run_1/io_placement.png
Scale: 8 px per micron. Pins as bars across the die edge, other pins in grey.
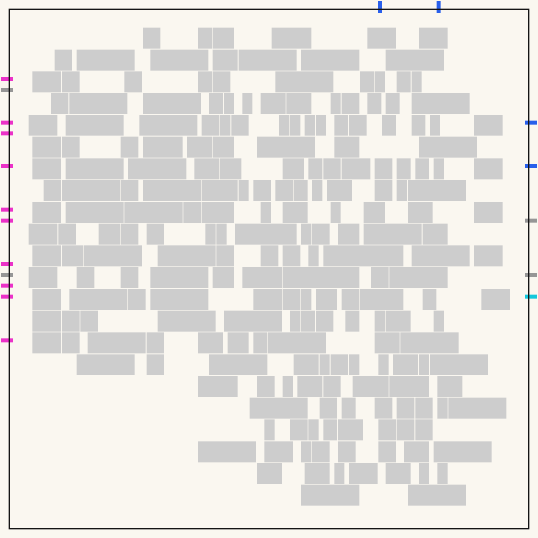
run_1/logic_types.png
Scale: 8 px per micron.
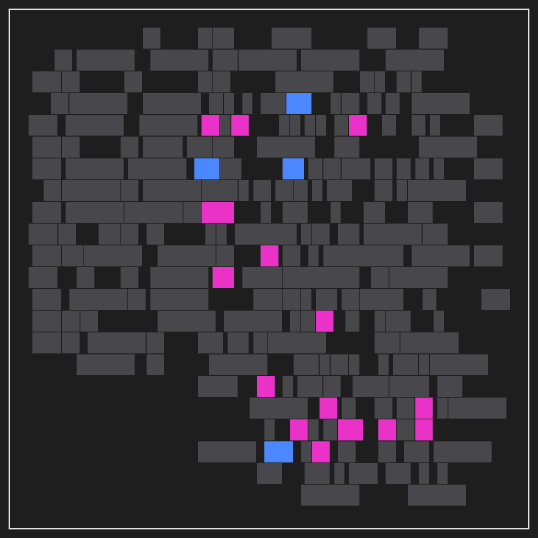
run_1/io_fan.png
Scale: 4 px per micron.
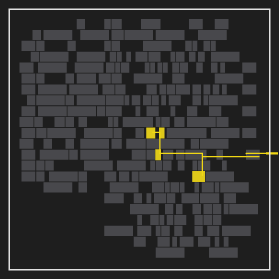
==> config.mk <==
export PLATFORM = sky130hd
export DESIGN_NAME = keypad_debounce_encoder
export DESIGN_NICKNAME = d
export VERILOG_FILES = /design/src/rtl/keypad_pkg.sv /design/src/rtl/key_prio_enc.sv /design/src/rtl/keypad_debounce_encoder.sv
export SDC_FILE = /design/constraint.sdc
export NUM_CORES = 1
export LEC_CHECK = 0
export CORE_MARGIN = 2
export CORE_UTILIZATION = 50
export DETAILED_ROUTE_END_ITERATION = 10
export PLACE_DENSITY = 0.82
export SYNTH_ARGS = -nofsm -noshare
export SYNTH_HDL_FRONTEND = slang
export SYNTH_SLANG_ARGS = --single-unit
==> constraint.sdc <==
create_clock -name clk -period 2.7 [get_ports clk]
set_input_delay 0.54 -clock clk [delete_from_list [all_inputs] [get_ports clk]]
set_output_delay 0.54 -clock clk [all_outputs]
set_load 0.01 [all_outputs]
==> flow_metrics.env, run 1 <==
# flow metrics
export IMPL_rows=22
export IMPL_cts_sinks=42
export IMPL_setup_viol=0
export IMPL_warnings=26
export IMPL_wl_per_cell_microns=12.04
export IMPL_gp_congestion=0.8463
export IMPL_yosysTopAreaCellShare=0.4559
export IMPL_switching_share=0.2719
export IMPL_route_detailed_drc=0
export IMPL_design_die_area_sq_um=4191
export IMPL_post_synth_top_count_cell="dfxtp_1"
export IMPL_clock_buffers=5
export IMPL_comb_cells=145
export IMPL_syn_area_sq_um=1844
export IMPL_numCtsBuffers=5
export IMPL_grt_ovfl_total=0
export IMPL_n_fill_cell=337
export IMPL_seqPwrFrac=0.532
export IMPL_min_delay_path_class="reg -> reg"
export IMPL_cts_tree="done"
export IMPL_seqCellArea_sq_um=840.8
export IMPL_hpwlAfterDp_microns=2283
export IMPL_cts_resized=0
export IMPL_drive_above_1_share=0.09589
export IMPL_cp_end_kind="flop"
export IMPL_p_int_uw=907.7
export IMPL_power_group_top="registers"
export IMPL_final_cell_mix="42 x dfxtp_1, 23 x nor2_1, 22 x nor2b_1, 18 x clkdlybuf4s50_1, 11 x nand2_1"
export IMPL_grt_setup_unrepaired="false"
export IMPL_vias=1445
export IMPL_dr_first_iter_drc_count=59
export IMPL_area_growth_pct=17.23
export IMPL_fin_tns_setup_ns=0
export IMPL_grt_pass1_wl_microns=5395
export IMPL_antenna_left=0
export IMPL_clk_power_uw=426
export IMPL_p_comb_frac=0.126
export IMPL_cts_hold_buffers_added=0
export IMPL_sh_seq_area=0.3889
export IMPL_antenna_cells=0
export IMPL_cts_buffer_depth=2
export IMPL_wl_microns=3216
export IMPL_grt_pass1_vias=1293
export IMPL_nets=232
export IMPL_avgSynthCellArea_sq_um=9.268
export IMPL_outcome="finished, final reports clean"
export IMPL_worst_pin_slew_ns=0.5324
export IMPL_compound_area_frac=0.1269
export IMPL_synthArstFlopShare=0
export IMPL_max_cap_violations=0
export IMPL_post_route_util=0.5996
export IMPL_logic_family="simple AND/OR/NAND/NOR gates"
export IMPL_clock_root_buffer="clkbuf_8"
export IMPL_irDropWorstVdd_uv=357.8
export IMPL_yosysTopAreaCell="dfxtp_1"
export IMPL_drt_pass1_iterations=6
export IMPL_adder_share=0.006784
export IMPL_max_freq_ghz=0.4030
export IMPL_ys_cells=199
export IMPL_inverters=3
export IMPL_fp_util=0.5115
export IMPL_total_leakage_power_uw=0.0007785
export IMPL_grt_total_usage=0.1685
export IMPL_simple_gate_area_frac=0.3060
export IMPL_pg_comb_uw=158
export IMPL_ff_type="dfxtp_1"
Notes on io_placement.png above:
cyan -> enablen  # pins 1, direction input, edge right
blue -> D  # pins 4, direction output, edge 2 top, 2 right
magenta -> keypad  # pins 10, direction input, edge left
all pins by edge = 12 left, 5 right, 2 top
Die H: 64.74 microns
PortBufs: 18
Die Width: 64.74 microns

Notes on logic_types.png above:
blue -> AND-OR and OR-AND gates  # cells 4, most used a211o_1
magenta -> AND and OR gates  # cells 15, most used and3_1
Comb/total area: 0.4404
most frequent logic cell in the layout: dfxtp_1

Notes on io_fan.png above:
yellow -> enablen  # direction input, edge right, end cells 4, buffers 1, wire 42.7 microns
I/O pin total: 19

## run 1: through the flow
stage / instances / total power [uW] / hold WS, ns / setup WS [ns] / area [sq um]
global placement: 259 / 828.6 / 0.4179 / 0.2590 / 2061
finish: 267 / 1247 / 0.4335 / 0.2185 / 2162
CTS: 267 / 1256 / 0.4409 / 0.1406 / 2156
floorplan: 199 / 795.1 / 0.4138 / 0.3620 / 1844
global route: 267 / 1295 / 0.4471 / 0.08554 / 2162
detailed placement: 259 / 833.6 / 0.4253 / 0.1690 / 2061
## run 1: routing by layer
| layer | global-route usage | vias to the layer above | wire (microns) |
|---|---|---|---|
| met1 | 0.1843 | 673 | 1422 |
| met5 | 0 | - | 0 |
| met4 | 0.07181 | 0 | 63 |
| li1 | - | 740 | - |
| met2 | 0.3028 | 26 | 1607 |
| met3 | 0.04688 | 6 | 123 |
==> inputs of run 2 (changes only) <==
SYNTH_HIERARCHICAL = 1   (was default)
run_2/io_fan.png
Scale: 4 px per micron.
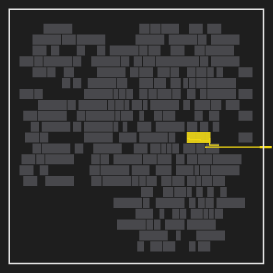

==> run 2 against run 1 <==
Compared with the run above: wire length is 2.2% lower; power is 3.9% lower; sequential share of layout area is 2.2 points higher; non-clock buffer count is 1 lower; utilization is 1.4 points higher; area after synthesis is 5.1% lower; synthesized cell count is 9.5% lower; critical path type unchanged; largest power group unchanged; highest routed layer unchanged.
==> flow_metrics.env, run 2 <==
# flow metrics
export IMPL_wl_per_cell_microns=12.79
export IMPL_cts_resized=0
export IMPL_cts_hold_buffers_added=0
export IMPL_numCtsBuffers=5
export IMPL_warnings=26
export IMPL_p_int_uw=899.8
export IMPL_antenna_cells=0
export IMPL_grt_pass1_wl_microns=5375
export IMPL_max_cap_violations=0
export IMPL_clk_power_uw=400
export IMPL_cts_buffer_depth=2
export IMPL_final_common_cell="dfxtp_1"
export IMPL_total_leakage_power_uw=0.0007111
export IMPL_simple_gate_area_frac=0.2795
export IMPL_port_buffers=18
export IMPL_antenna_left=0
export IMPL_vias=1373
export IMPL_grt_ovfl_total=0
export IMPL_design_die_area_sq_um=3990
export IMPL_cts_sinks=42
export IMPL_gp_congestion=0.8509
export IMPL_logic_family="simple AND/OR/NAND/NOR gates"
export IMPL_clock_root_buffer="clkbuf_4"
export IMPL_ios=19
export IMPL_wl_microns=3146
export IMPL_final_area_sq_um=2048
export IMPL_drt_pass1_iterations=4
export IMPL_synthArstFlopShare=0
export IMPL_switching_share=0.2489
export IMPL_post_route_util=0.6138
export IMPL_ys_cells=180
export IMPL_place_ws_ns=0.4473
export IMPL_p_comb_frac=0.118
export IMPL_seqPwrFrac=0.548
export IMPL_outcome="finished, final reports clean"
export IMPL_n_fill_cell=281
run_2/io_placement.png
Scale: 8 px per micron. Pins as bars across the die edge, other pins in grey.
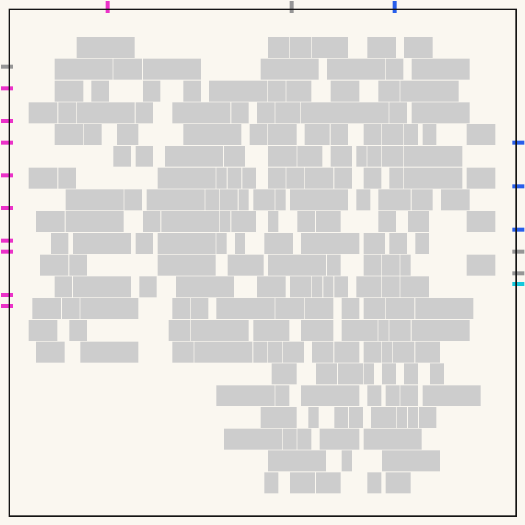
Die H: 63.17 microns
Die Width: 63.17 microns

run 2: cell types whose count changed in the layout (fill, tap and decap cells not counted), moves of 4 or more:
cell	previous run	this run
o31ai_1	1	6
and3_1	6	0
clkbuf_4	0	5
nor3_1	3	12
nor2_1	23	6
clkbuf_8	5	0
mux2i_1	2	6
run 2: routing by layer:
layer | up-vias | part of all wire | GRT usage
met5 | - | 0 | 0
met4 | 0 | 0.030 | 0.1304
met3 | 11 | 0.054 | 0.04107
met2 | 52 | 0.50 | 0.3045
met1 | 642 | 0.42 | 0.1712
li1 | 668 | - | -
run 2: area by class of cell:
class	count	share of cell area
Clock buffer	5	0.01833
Tap cell	46	0.02810
Clock inverter	3	0.02199
Timing Repair Buffer	20	0.09530
Inverter	4	0.007330
Multi-Input combinational cell	126	0.4184
Sequential cell	42	0.4105
Power figures rest on the tool's default switching activity, not on a simulated workload.
